File: config.mk
export PLATFORM = sky130hd
export DESIGN_NAME = decimal_entry_to_bin
export DESIGN_NICKNAME = d
export VERILOG_FILES = /design/src/rtl/game_pkg.sv /design/src/rtl/bcd2_to_bin.sv /design/src/rtl/decimal_entry_to_bin.sv
export SDC_FILE = /design/constraint.sdc
export NUM_CORES = 1
export LEC_CHECK = 0
export CAP_MARGIN = 40
export CORE_UTILIZATION = 35
export CTS_BUF_LIST = sky130_fd_sc_hd__clkbuf_8
export CTS_CLUSTER_DIAMETER = 60
export CTS_CLUSTER_SIZE = 25
export DETAILED_ROUTE_END_ITERATION = 8
export PLACE_DENSITY_LB_ADDON = 0.05
export REMOVE_ABC_BUFFERS = 1
export SYNTH_ARGS = -nofsm -noshare
export SYNTH_HDL_FRONTEND = slang
export SYNTH_HIERARCHICAL = 1
export SYNTH_SLANG_ARGS = --single-unit
export TNS_END_PERCENT = 20
File: constraint.sdc
create_clock -name clk -period 3.04 [get_ports clk]
set_input_delay 0.608 -clock clk [delete_from_list [all_inputs] [get_ports clk]]
set_output_delay 0.608 -clock clk [all_outputs]
set_load 0.005 [all_outputs]
File: src/rtl/game_pkg.sv
// Shared types and widths for the matching-game datapath.
// Used by the player-input path and the scoring logic.
package game_pkg;
    localparam int BCD_MAX = 9;
    localparam int DIGIT_W = 4;
    localparam int VAL_W   = 7;

    typedef enum logic [1:0] {
        EMPTY = 2'd0,
        ONE   = 2'd1,
        TWO   = 2'd2,
        HOLD  = 2'd3
    } entry_state_t;
endpackage

File: src/rtl/bcd2_to_bin.sv
// Combinational two-digit BCD to binary; a single held digit sits in tens.
// Shared with the scoring logic.
module bcd2_to_bin #(
    parameter int DIGIT_W = game_pkg::DIGIT_W,
    parameter int VAL_W   = game_pkg::VAL_W
) (
    input  logic [DIGIT_W-1:0] tens,
    input  logic [DIGIT_W-1:0] ones,
    input  logic [1:0]         ndigits,
    output logic [VAL_W-1:0]   bin
);
    logic [VAL_W-1:0] t_ext;
    logic [VAL_W-1:0] o_ext;

    assign t_ext = VAL_W'(tens);
    assign o_ext = VAL_W'(ones);

    always_comb begin
        bin = '0;
        case (ndigits)
            2'd1:    bin = t_ext;
            // x*10 as shift-add; 99 fits in 7 bits
            2'd2:    bin = (t_ext << 3) + (t_ext << 1) + o_ext;
            default: bin = '0;
        endcase
    end
endmodule

File: src/rtl/decimal_entry_to_bin.sv
// Collects up to two decimal digits from button strobes, commits them as a binary
// value on a valid/ready handshake, and echoes the digits for the 7-seg display.
module decimal_entry_to_bin
    import game_pkg::*;
#(
    parameter int DIGIT_W = game_pkg::DIGIT_W,
    parameter int VAL_W   = game_pkg::VAL_W,
    parameter int MAX_VAL = 99
) (
    input  logic               clk,
    input  logic               rst_n,
    input  logic [DIGIT_W-1:0] digit,
    input  logic               digit_stb,
    input  logic               back_stb,
    input  logic               enter_stb,
    input  logic               clear_stb,
    output logic [VAL_W-1:0]   val,
    output logic               val_valid,
    input  logic               val_ready,
    output logic [DIGIT_W-1:0] disp_tens,
    output logic [DIGIT_W-1:0] disp_ones,
    output logic [1:0]         disp_cnt,
    output logic               err
);
    entry_state_t     state;
    logic [VAL_W-1:0] asm_val;
    logic             too_big;
    logic             bad_digit;

    bcd2_to_bin #(.DIGIT_W(DIGIT_W), .VAL_W(VAL_W)) u_conv (
        .tens    (disp_tens),
        .ones    (disp_ones),
        .ndigits (disp_cnt),
        .bin     (asm_val)
    );

    assign too_big   = int'(asm_val) > MAX_VAL;
    assign bad_digit = digit > DIGIT_W'(BCD_MAX);

    // Branch order encodes clear > handshake/HOLD > enter > back > digit.
    always_ff @(posedge clk or negedge rst_n) begin
        if (!rst_n) begin
            state     <= EMPTY;
            val       <= '0;
            val_valid <= 1'b0;
            disp_tens <= '0;
            disp_ones <= '0;
            disp_cnt  <= 2'd0;
            err       <= 1'b0;
        end else begin
            err <= 1'b0;
            if (clear_stb || (state == HOLD && val_ready)) begin
                state     <= EMPTY;
                val       <= '0;
                val_valid <= 1'b0;
                disp_tens <= '0;
                disp_ones <= '0;
                disp_cnt  <= 2'd0;
            end else if (state == HOLD) begin
                // entry frozen until the consumer takes it
                state <= HOLD;
            end else if (enter_stb) begin
                if (state == EMPTY || too_big) begin
                    err <= 1'b1;
                end else begin
                    state     <= HOLD;
                    val       <= asm_val;
                    val_valid <= 1'b1;
                end
            end else if (back_stb) begin
                case (state)
                    TWO: begin
                        state     <= ONE;
                        disp_ones <= '0;
                        disp_cnt  <= 2'd1;
                    end
                    ONE: begin
                        state     <= EMPTY;
                        disp_tens <= '0;
                        disp_cnt  <= 2'd0;
                    end
                    default: state <= state;
                endcase
            end else if (digit_stb) begin
                if (bad_digit) begin
                    err <= 1'b1;
                end else begin
                    case (state)
                        EMPTY: begin
                            state     <= ONE;
                            disp_tens <= digit;
                            disp_cnt  <= 2'd1;
                        end
                        ONE: begin
                            state     <= TWO;
                            disp_ones <= digit;
                            disp_cnt  <= 2'd2;
                        end
                        default: err <= 1'b1;
                    endcase
                end
            end
        end
    end
endmodule

Run 1, pin map:
Pins as bars across the die edge, other pins in gray.
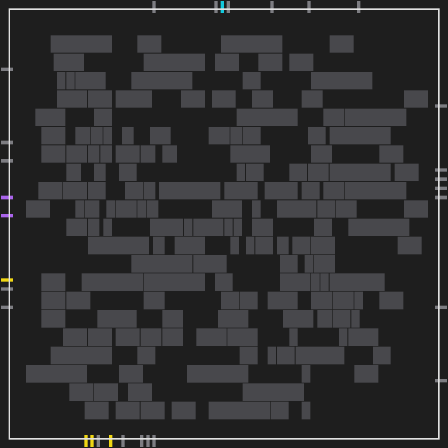
Cyan is `err`, pins 1, direction output, edge top. Purple is `disp_cnt`, pins 2, direction output, edge left. Yellow is `disp_ones`, pins 4, direction output, edge 3 bottom, 1 left.
DIE HEIGHT: 63.5 um
IO buf count: 29
Horiz. Die Dim: 63.5 um

Run 1, clock wires, drivers and flops:
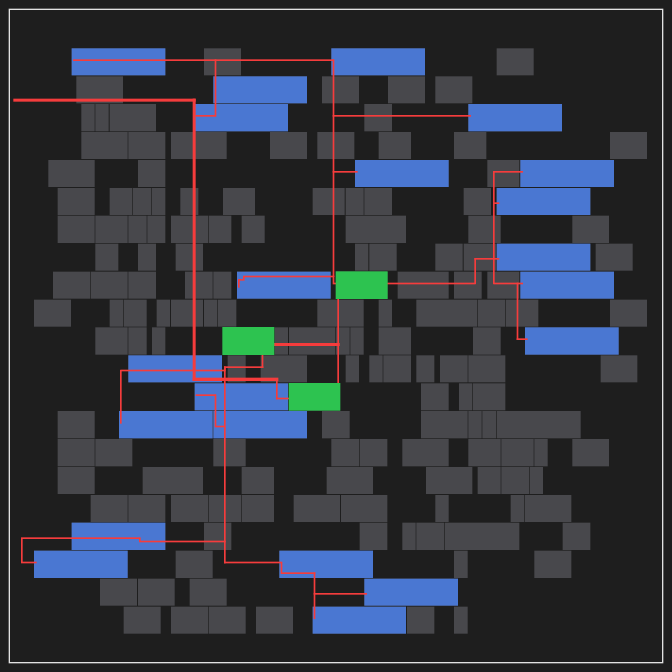
Blue is flip-flops, count 21. Red is clock wires, length 290 um. Green is cells driving clock nets, count 3.
Position of the flops: widely spread.
Clock group: 0.000181 W
final worst clock skew: 0.00693 ns
share of total power in the clock network: 0.247
clk ins delay skew pair: 0.26 ns

==> impl_metrics.env, run 1 <==
# flow metrics
export IMPL_postSynthAreaPerCell_um2=10.8
export IMPL_synth_most_common_cell="sky130_fd_sc_hd__dfrtp_1"
export IMPL_drt_wirelength_per_cell_um=14.6
export IMPL_ys_sh_aoi=0.246
export IMPL_post_cts_resize_count=3
export IMPL_finalWorstPathRequiredPeriod_ns=2.95
export IMPL_final_hold_viol_count=0
export IMPL_initial_utilization=0.382
export IMPL_layout_area_comb_um2=785
export IMPL_number_of_flops_mapped_to_enable_cells_by_yosys=0
export IMPL_setup_viol_count_final=0
export IMPL_critPathCaptureType="flip-flop"
export IMPL_hp_class="flip-flop to flip-flop"
export IMPL_regArea_um2=526
export IMPL_total_switching_power_w=0.000232
export IMPL_cts_tree="yes"
export IMPL_run_status="finished, final reports clean"
export IMPL_layout_top_cell="sky130_fd_sc_hd__clkdlybuf4s50_1"
export IMPL_max_cap_viols=0
export IMPL_worstSetupStartpointType="flip-flop"
export IMPL_maxUsedRoutingLayer="met4"
export IMPL_synth_top_cell_area_share=0.397
export IMPL_fin_cells=213
export IMPL_synth_simple_area_share=0.133
export IMPL_first_pass_grt_wire_length_um=5090
export IMPL_critical_path_depth=10
export IMPL_power_leakage_nw=0.805
export IMPL_bufAreaShareNonClock=0.204
export IMPL_timing_slew_headroom=0.706
export IMPL_synth_sequential_area_ratio=0.397
export IMPL_syn_cell_area_um2=1330
export IMPL_critical_path_peak_fanout=2
export IMPL_chip_area_um2=4040
Run 1, cell classes on the final placement:
The bar under the picture is 20 um long.
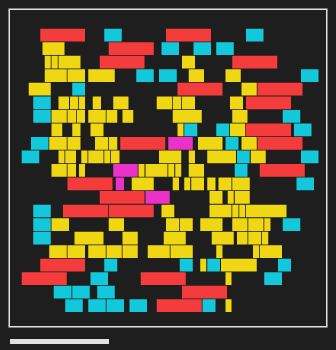
Magenta is clock drivers and dummy loads, cells 4. Red is flops, cells 21. Yellow is all other logic, cells 102. Cyan is other buffers and delay cells, cells 40.
Final Core Density: 0.527
sequential share of cell area: 0.287
row cnt: 21
Core Region: 3470 um^2
area of all placed cells without fillers: 1830 um^2

Run 1, clock nets:
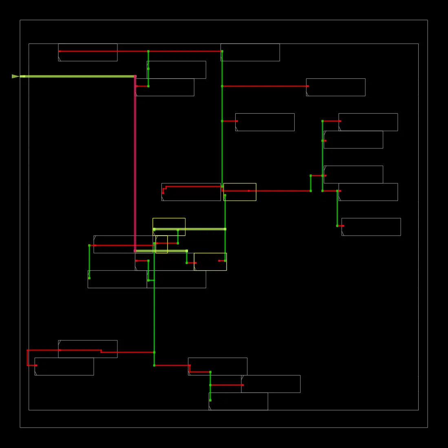
clock buffer instance count of the final layout: 3
number of buffers inserted during clock tree synthesis: 3
num sequential: 21
Sinks on Clock Net: 21

Run 1, sizing map:
The bar under the picture is 20 um long.
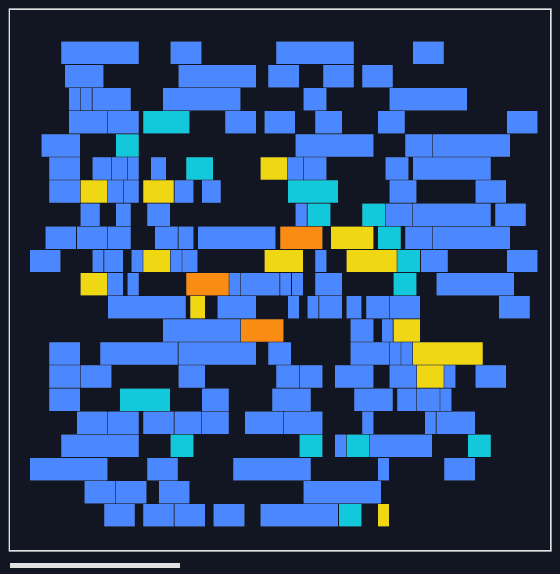

--- run 2 (diff from run 1) ---
--- a/config.mk
+++ b/config.mk
@@ -6,7 +6,7 @@
 export NUM_CORES = 1
 export LEC_CHECK = 0
 export CAP_MARGIN = 40
-export CORE_UTILIZATION = 35
+export CORE_UTILIZATION = 47
 export CTS_BUF_LIST = sky130_fd_sc_hd__clkbuf_8
 export CTS_CLUSTER_DIAMETER = 60
 export CTS_CLUSTER_SIZE = 25
Run 2, sizing map:
The bar under the picture is 20 um long.
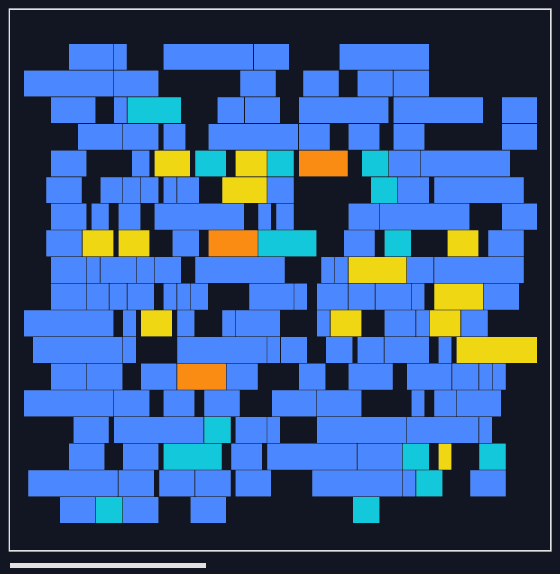
Yellow is drive 2, cells 13, share 7.8%. Blue is drive 1 or less, cells 136, share 82%. Cyan is drive 3 to 4, cells 14, share 8.4%. Orange is drive 6 and up, cells 3, share 1.8%.
smallest setup slack after layout: 0.0795 ns
growth of design area from synthesis to finish: 36.1%
area of all placed cells without fillers: 1800 um^2

Run 2, clock wires, drivers and flops:
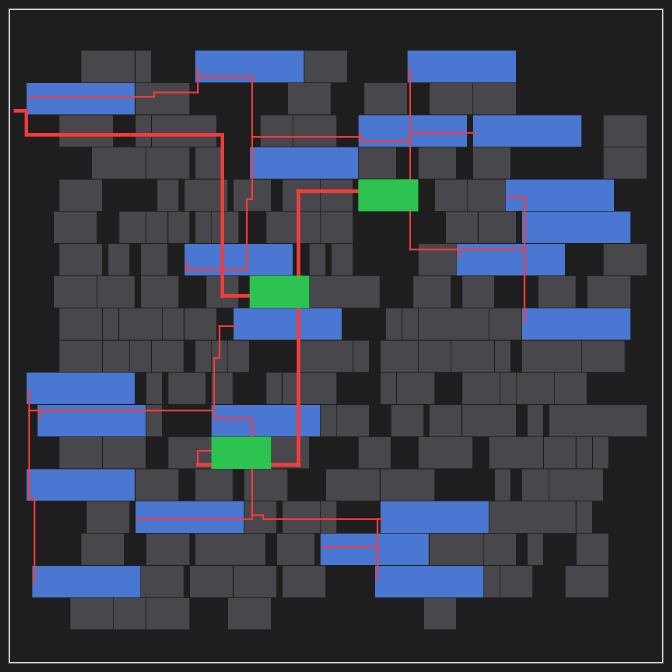
Red is clock wires, length 263 um. Blue is flip-flops, count 21. Green is cells driving clock nets, count 3.
There are 4 routed clock nets.
Clock group: 0.000179 W
final worst clock skew: 0.00183 ns

==> run 2 against run 1 <==
Net effect:
- area after synthesis is the same
- combinational power decreased by 3%
- setup slack worse by 0.0071 ns
- final cell count fell by 8.0%
- sequential power barely moved
- global-route usage grew 5.2 points
- hold slack improved by 0.0065 ns
- die area shrank 25%
- critical path depth increased by 1
- clock-buffer cell count unchanged
- clock skew shrank 0.0051 ns
- sequential share of layout area rose by 0.40 points
- critical endpoint unchanged
==> impl_metrics.env, run 2 <==
# flow metrics
export IMPL_seq_share=0.291
export IMPL_worstSkewPairLatency_ns=0.26
export IMPL_first_pass_grt_wire_length_um=4570
export IMPL_flops=21
export IMPL_regArea_um2=526
export IMPL_fin_cells=196
export IMPL_fp_row_count=18
export IMPL_post_cts_resize_count=3
export IMPL_chipHeight_um=55.1
export IMPL_layout_top_cell="sky130_fd_sc_hd__clkdlybuf4s50_1"
export IMPL_critPathCaptureType="flip-flop"
export IMPL_initial_utilization=0.516
export IMPL_hp_class="flip-flop to flip-flop"
export IMPL_power_clock_fraction=0.247
export IMPL_final_hold_viol_count=0
export IMPL_critical_path_peak_fanout=2
export IMPL_cts_buffers=3
export IMPL_setup_viol_count_final=0
export IMPL_syn_cell_area_um2=1330
export IMPL_run_status="finished, final reports clean"
export IMPL_total_switching_power_w=0.000227
Run 2, clock nets:
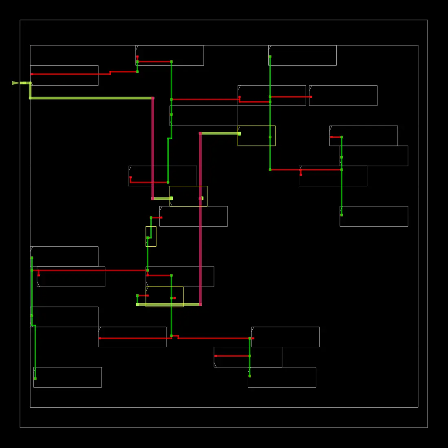

--- run 3 (diff from run 2) ---
--- a/config.mk
+++ b/config.mk
@@ -11,6 +11,7 @@
 export CTS_CLUSTER_DIAMETER = 60
 export CTS_CLUSTER_SIZE = 25
 export DETAILED_ROUTE_END_ITERATION = 8
+export MAX_ROUTING_LAYER = met4
 export PLACE_DENSITY_LB_ADDON = 0.05
 export REMOVE_ABC_BUFFERS = 1
 export SYNTH_ARGS = -nofsm -noshare
Run 3, clock nets:
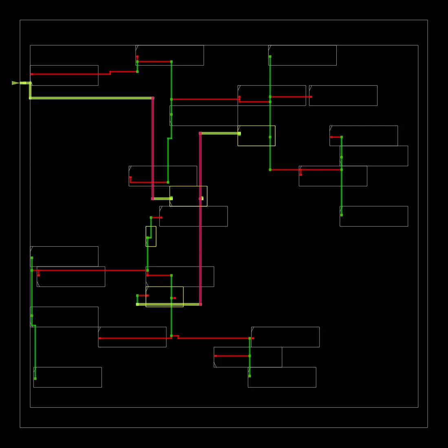
final worst clock skew: 0.00173 ns

Run 3, clock wires, drivers and flops:
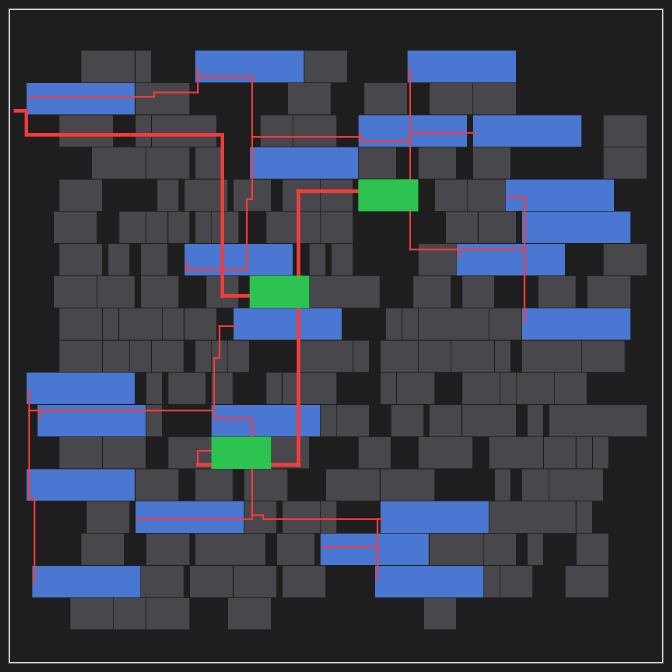
Red is clock wires, length 263 um. Blue is flip-flops, count 21. Green is cells driving clock nets, count 3.
There are 4 routed clock nets. Position of the flops: widely spread.
share of total power in the clock network: 0.248

==> run 3 against run 2 <==
Net effect:
- first-iteration DRC count did not move
- final cell count stayed put
- via count decreased by 0.18%
- combinational power about the same
- clock skew about the same
- clock-buffer cell count unchanged
==> impl_metrics.env, run 3 <==
# flow metrics
export IMPL_drt_wirelength_per_cell_um=14.9
export IMPL_cts_num_sinks=21
export IMPL_timing_slew_headroom=0.707
export IMPL_critical_path_depth=11
export IMPL_fin_ws_ns=0.0800
export IMPL_log_warning_count=30
export IMPL_power_leakage_nw=0.795
export IMPL_seq_share=0.291
export IMPL_die_width_um=55.1
export IMPL_synth_most_common_cell="sky130_fd_sc_hd__dfrtp_1"
export IMPL_synth_sequential_area_ratio=0.397
export IMPL_initial_utilization=0.516
export IMPL_core_area_um2=2570
export IMPL_hp_class="flip-flop to flip-flop"
export IMPL_flops=21
export IMPL_regArea_um2=526
export IMPL_final_clkbuf_count=3
export IMPL_bufAreaShareNonClock=0.203
export IMPL_place_inst=188
export IMPL_clockNetworkPower_w=0.000179
export IMPL_cellPowerDensity_nw_per_um2=401
export IMPL_max_cap_viols=0
export IMPL_fp_row_count=18
export IMPL_final_hold_viol_count=0
export IMPL_final_antenna_net_count=0
export IMPL_layout_cell_area_non_filler_um2=1800
export IMPL_synthTopLogicFamily="AND-OR/OR-AND gates"
export IMPL_fin_cells=196
export IMPL_chipHeight_um=55.1
export IMPL_layout_area_comb_um2=788
export IMPL_worstSetupStartpointType="flip-flop"
export IMPL_final_layout_size_suffix_gt1_frac=0.181
export IMPL_crit_path_max_incr_delay_ns=0.40
export IMPL_number_of_flops_mapped_to_enable_cells_by_yosys=0
export IMPL_buffer_ports_inserted=29
export IMPL_syn_cell_area_um2=1330
export IMPL_cts_tree="yes"
export IMPL_cts_buffers=3
export IMPL_synth_top_cell_area_share=0.397
export IMPL_total_switching_power_w=0.000227
export IMPL_first_pass_grt_wire_length_um=4570
export IMPL_postSynthAreaPerCell_um2=10.8
export IMPL_setup_viol_count_final=0
export IMPL_synth_simple_area_share=0.133
export IMPL_chip_area_um2=3040
export IMPL_maxUsedRoutingLayer="met4"
export IMPL_finalWorstPathRequiredPeriod_ns=2.96
export IMPL_run_status="finished, final reports clean"
export IMPL_critPathCaptureType="flip-flop"
Power and IR drop assume default switching activity.
